==> src/rtl/bin2bcd_seq.sv <==
// Sequential binary-to-BCD converter (shift-add-3), one input bit per clock.
// Optional two's-complement input yields sign + magnitude; overflow keeps the low NDIGIT digits.
module bin2bcd_seq #(
  parameter int unsigned WIDTH  = 16,
  parameter int unsigned NDIGIT = 5,
  parameter int unsigned SIGNED = 0
) (
  input  logic                  clk,
  input  logic                  rst,
  input  logic                  start,
  input  logic [WIDTH-1:0]      din,
  output logic                  busy,
  output logic                  valid,
  output logic [NDIGIT*4-1:0]   bcd,
  output logic                  neg,
  output logic                  ovf
);

  localparam int unsigned W   = WIDTH + SIGNED;
  localparam int unsigned BW  = NDIGIT * 4;
  localparam int unsigned CW  = $clog2(W + 1);
  localparam int unsigned Pad = 1 - SIGNED;
  localparam logic [CW-1:0] LastCnt = CW'(W - 1);

  typedef enum logic [1:0] {StIdle, StShift, StDone} state_e;

  state_e          state_q, state_d;
  logic [WIDTH:0]  mag_q, mag_d;
  logic [BW-1:0]   acc_q, acc_d;
  logic [CW-1:0]   cnt_q, cnt_d;
  logic            sign_q, sign_d;
  logic            oflow_q, oflow_d;
  logic            valid_q, valid_d;
  logic [BW-1:0]   bcd_q, bcd_d;
  logic            neg_q, neg_d;
  logic            ovf_q, ovf_d;

  logic [WIDTH:0]  din_ext, mag_full;
  logic [BW-1:0]   acc_adj;

  // Magnitude is formed in WIDTH+1 bits and left-aligned so the first bit shifted is mag_q[WIDTH].
  always_comb begin
    din_ext  = (SIGNED != 0) ? {din[WIDTH-1], din} : {1'b0, din};
    mag_full = din_ext[WIDTH] ? -din_ext : din_ext;
  end

  always_comb begin
    acc_adj = acc_q;
    for (int i = 0; i < int'(NDIGIT); i++) begin
      if (acc_q[4*i +: 4] >= 4'd5) acc_adj[4*i +: 4] = acc_q[4*i +: 4] + 4'd3;
    end
  end

  always_comb begin
    state_d = state_q;
    mag_d   = mag_q;
    acc_d   = acc_q;
    cnt_d   = cnt_q;
    sign_d  = sign_q;
    oflow_d = oflow_q;
    valid_d = 1'b0;
    bcd_d   = bcd_q;
    neg_d   = neg_q;
    ovf_d   = ovf_q;
    unique case (state_q)
      StIdle: begin
        if (start) begin
          state_d = StShift;
          mag_d   = mag_full << Pad;
          sign_d  = din_ext[WIDTH];
          acc_d   = '0;
          oflow_d = 1'b0;
          cnt_d   = '0;
        end
      end
      StShift: begin
        acc_d   = {acc_adj[BW-2:0], mag_q[WIDTH]};
        mag_d   = {mag_q[WIDTH-1:0], 1'b0};
        oflow_d = oflow_q | acc_adj[BW-1];
        cnt_d   = cnt_q + 1'b1;
        if (cnt_q == LastCnt) state_d = StDone;
      end
      StDone: begin
        bcd_d   = acc_q;
        neg_d   = sign_q;
        ovf_d   = oflow_q;
        valid_d = 1'b1;
        state_d = StIdle;
      end
      default: state_d = StIdle;
    endcase
  end

  always_ff @(posedge clk) begin
    if (!rst) begin
      state_q <= StIdle;
      mag_q   <= '0;
      acc_q   <= '0;
      cnt_q   <= '0;
      sign_q  <= 1'b0;
      oflow_q <= 1'b0;
      valid_q <= 1'b0;
      bcd_q   <= '0;
      neg_q   <= 1'b0;
      ovf_q   <= 1'b0;
    end else begin
      state_q <= state_d;
      mag_q   <= mag_d;
      acc_q   <= acc_d;
      cnt_q   <= cnt_d;
      sign_q  <= sign_d;
      oflow_q <= oflow_d;
      valid_q <= valid_d;
      bcd_q   <= bcd_d;
      neg_q   <= neg_d;
      ovf_q   <= ovf_d;
    end
  end

  assign busy  = (state_q != StIdle);
  assign valid = valid_q;
  assign bcd   = bcd_q;
  assign neg   = neg_q;
  assign ovf   = ovf_q;

endmodule

==> config.mk <==
export PLATFORM = sky130hd
export DESIGN_NAME = bin2bcd_seq
export DESIGN_NICKNAME = d
export VERILOG_FILES = /design/src/rtl/bin2bcd_seq.sv
export SDC_FILE = /design/constraint.sdc
export NUM_CORES = 1
export LEC_CHECK = 0
export ABC_AREA = 0
export CAP_MARGIN = 30
export CORE_ASPECT_RATIO = 0.75
export CORE_MARGIN = 1
export CORE_UTILIZATION = 40
export CTS_CLUSTER_DIAMETER = 60
export DETAILED_ROUTE_END_ITERATION = 16
export PLACE_DENSITY = 0.63
export REMOVE_ABC_BUFFERS = 1
export SYNTH_ARGS = -nofsm -noshare
export SYNTH_HDL_FRONTEND = slang
export SYNTH_SLANG_ARGS = --single-unit
export TNS_END_PERCENT = 1
==> constraint.sdc <==
create_clock -name clk -period 2.4 [get_ports clk]
set_clock_uncertainty 0.15 [all_clocks]
set_input_delay 0.6 -clock clk [delete_from_list [all_inputs] [get_ports clk]]
set_output_delay 0.6 -clock clk [all_outputs]
set_load 0.02 [all_outputs]
Clock distribution:
(4 px per micron)
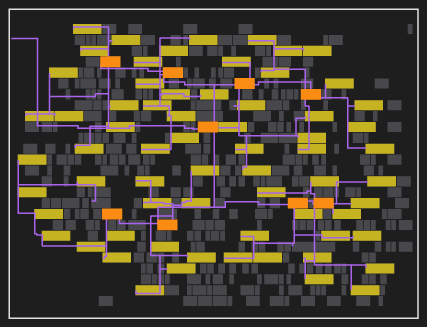
[orange] clock drivers | count: 9
[yellow] flip-flops | count: 66
[purple] clock wires | length: 862 microns
routed clock nets: 10

Signal wires on met1:
(3 px per micron) Supply wires on this layer in gray.
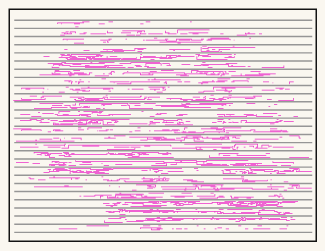
share of all routed wire: 51%
nets with wire on the layer: 403
main direction: horizontal
wire length on this layer: 3150 microns

==> run_results.csv <==
group,metric,value,unit
outcome,outcome,"finished, final reports clean",
cts,gates_resized_cts_repair,0,
final_timing,worst_slew_margin_rel,65.1,%
place,gpl.final_weighted_congestion,0.801,
final_layout,layout-drive-gt1-share,7.99,%
place,placed_cells,495,
final_layout,comb_area,0.00149,sq mm
floorplanning,std_cell_rows,26,
route,drc,0,
critical_path,critPathSlowestCell,"sky130_fd_sc_hd__clkdlybuf4s50_1",
floorplanning,core-area,0.00703,sq mm
critical_path,crit_chain,"inv_2 > nand2_1 > clkdlybuf4s50_1",
worst_hold_path,hold_path_startpoint,"bcd[5]",
worst_hold_path,hold_path_depth,2,
cts,htreeDepth,3,
route,ant_nets,0,
cts,cts_sinks,66,
final_layout,register_area,0.00132,sq mm
global_routing,antenna_found_initial,0,
critical_path,regToRegStartpoint,"acc_q[5]",
critical_path,critical_path_depth,3,
pwr,power_per_cell_area,610,mW/mm^2
critical_path,r2r_cells,6,
final_layout,mostFrequentLayoutCells,"sky130_fd_sc_hd__nand2_1 (76), sky130_fd_sc_hd__dfxtp_1 (66), sky130_fd_sc_hd__o21ai_0 (48), sky130_fd_sc_hd__clkdlybuf4s50_1 (41), sky130_fd_sc_hd__a21boi_0 (22)",
route,routed_via_density,4.90,
final_layout,fin_nets,439,
route,detail_route.wirelength,6230,microns
global_routing,grt_util_all_layers,17.8,%
synth,synth.yosys.num_cells,368,
pwr,p_switching,0.512,mW
route,detailroute.via_count,2504,
final_timing,fin_tns_setup,0,ps
pwr,p_int,1.74,mW
pwr,power.ir.vdd_worst,0.284,mV
worst_hold_path,hold_path_class,"reg -> reg",
final_layout,utilization_after_layout,52.5,%
synth,synthAoiAreaFrac,21.8,%
critical_path,crit_end,"busy",
final_layout,area_growth_syn_to_layout,23.5,%
-- layout make-up --
cell class	instances	share of cell area, %
sequential	66	35.8
clock inverter	2	0.950
multi-input combinational	264	40.5
clock buffer	14	4.41
inverter	14	1.42
timing repair buffer	53	13.6
tap	98	3.32
-- synth_stat cells (3+ instances only) --
library cell / n / share of area (%)
sky130_fd_sc_hd__clkbuf_1: 10 / 1.3
sky130_fd_sc_hd__nand2_1: 76 / 9.5
sky130_fd_sc_hd__nand3_1: 7 / 1.2
sky130_fd_sc_hd__mux2_2: 5 / 1.9
sky130_fd_sc_hd__o22ai_1: 3 / 0.63
sky130_fd_sc_hd__nand2b_1: 6 / 1.3
sky130_fd_sc_hd__buf_2: 8 / 1.3
sky130_fd_sc_hd__buf_4: 5 / 1.3
sky130_fd_sc_hd__dfxtp_1: 66 / 44
sky130_fd_sc_hd__xor2_1: 5 / 1.5
sky130_fd_sc_hd__and3_1: 5 / 1.0
sky130_fd_sc_hd__ha_1: 12 / 5.0
sky130_fd_sc_hd__a21oi_1: 20 / 3.4
sky130_fd_sc_hd__inv_1: 13 / 1.6
sky130_fd_sc_hd__xnor2_1: 5 / 1.5
sky130_fd_sc_hd__and2_1: 3 / 0.63
sky130_fd_sc_hd__a21boi_1: 5 / 1.3
sky130_fd_sc_hd__nor2b_1: 4 / 0.84
sky130_fd_sc_hd__o31ai_1: 5 / 1.3
sky130_fd_sc_hd__o21ai_0: 48 / 8.0
sky130_fd_sc_hd__nor3_1: 5 / 0.84
sky130_fd_sc_hd__a21boi_0: 22 / 5.5
sky130_fd_sc_hd__nor2_1: 16 / 2.0
-- cell families (layout without fill, tap and decap cells) --
group / Yosys count / after routing
and+or+nand+nor: 126 / 126
xor gates and xnor gates: 10 / 10
muxes: 5 / 5
AOI/OAI and AO/OA: 110 / 110
DFF: 66 / 66
buffers and inverters: 38 / 83
other: 1 / 1
adders and majority gates: 12 / 12
-- metrics by stage --
step / setup slack (ps) / power [mW] / hold WS, ps / cell area (sq um)
2_1_floorplan: 508 / 1.24 / 281 / 2870
3_3_place_gp: 221 / 1.33 / 292 / 3490
3_5_place_dp: 176 / 1.33 / 295 / 3490
4_1_cts: 75.6 / 2.27 / 305 / 3690
5_1_grt: 6.10 / 2.34 / 316 / 3690
6_report: 89.0 / 2.25 / 302 / 3690
-- layer usage --
metal / share of wire (%) / vias to the layer above / track usage, %
met5: 0 / - / 0
met2: 44 / 37 / 28.5
met3: 4.2 / 5 / 5.74
li1: - / 1307 / -
met1: 51 / 1155 / 23.0
met4: 0.84 / 0 / 4.35
-- state kept, by name (all words and copies together) (netlist names) --
name	flops
acc_q	20
bcd	20
mag_q	16
cnt_q	5
state_q	2
oflow_q	1
ovf	1
valid	1
-- power groups by stage --
stage / registers (mW) / logic [mW] / clock network, mW
floorplan: 1.16 / 0.0803 / 0
global placement: 1.16 / 0.166 / 0
detailed placement: 1.16 / 0.167 / 0
CTS: 1.14 / 0.168 / 0.964
global route: 1.14 / 0.188 / 1.01
finish: 1.14 / 0.167 / 0.946
No activity file was given, so power comes from the tool's default toggle rates.
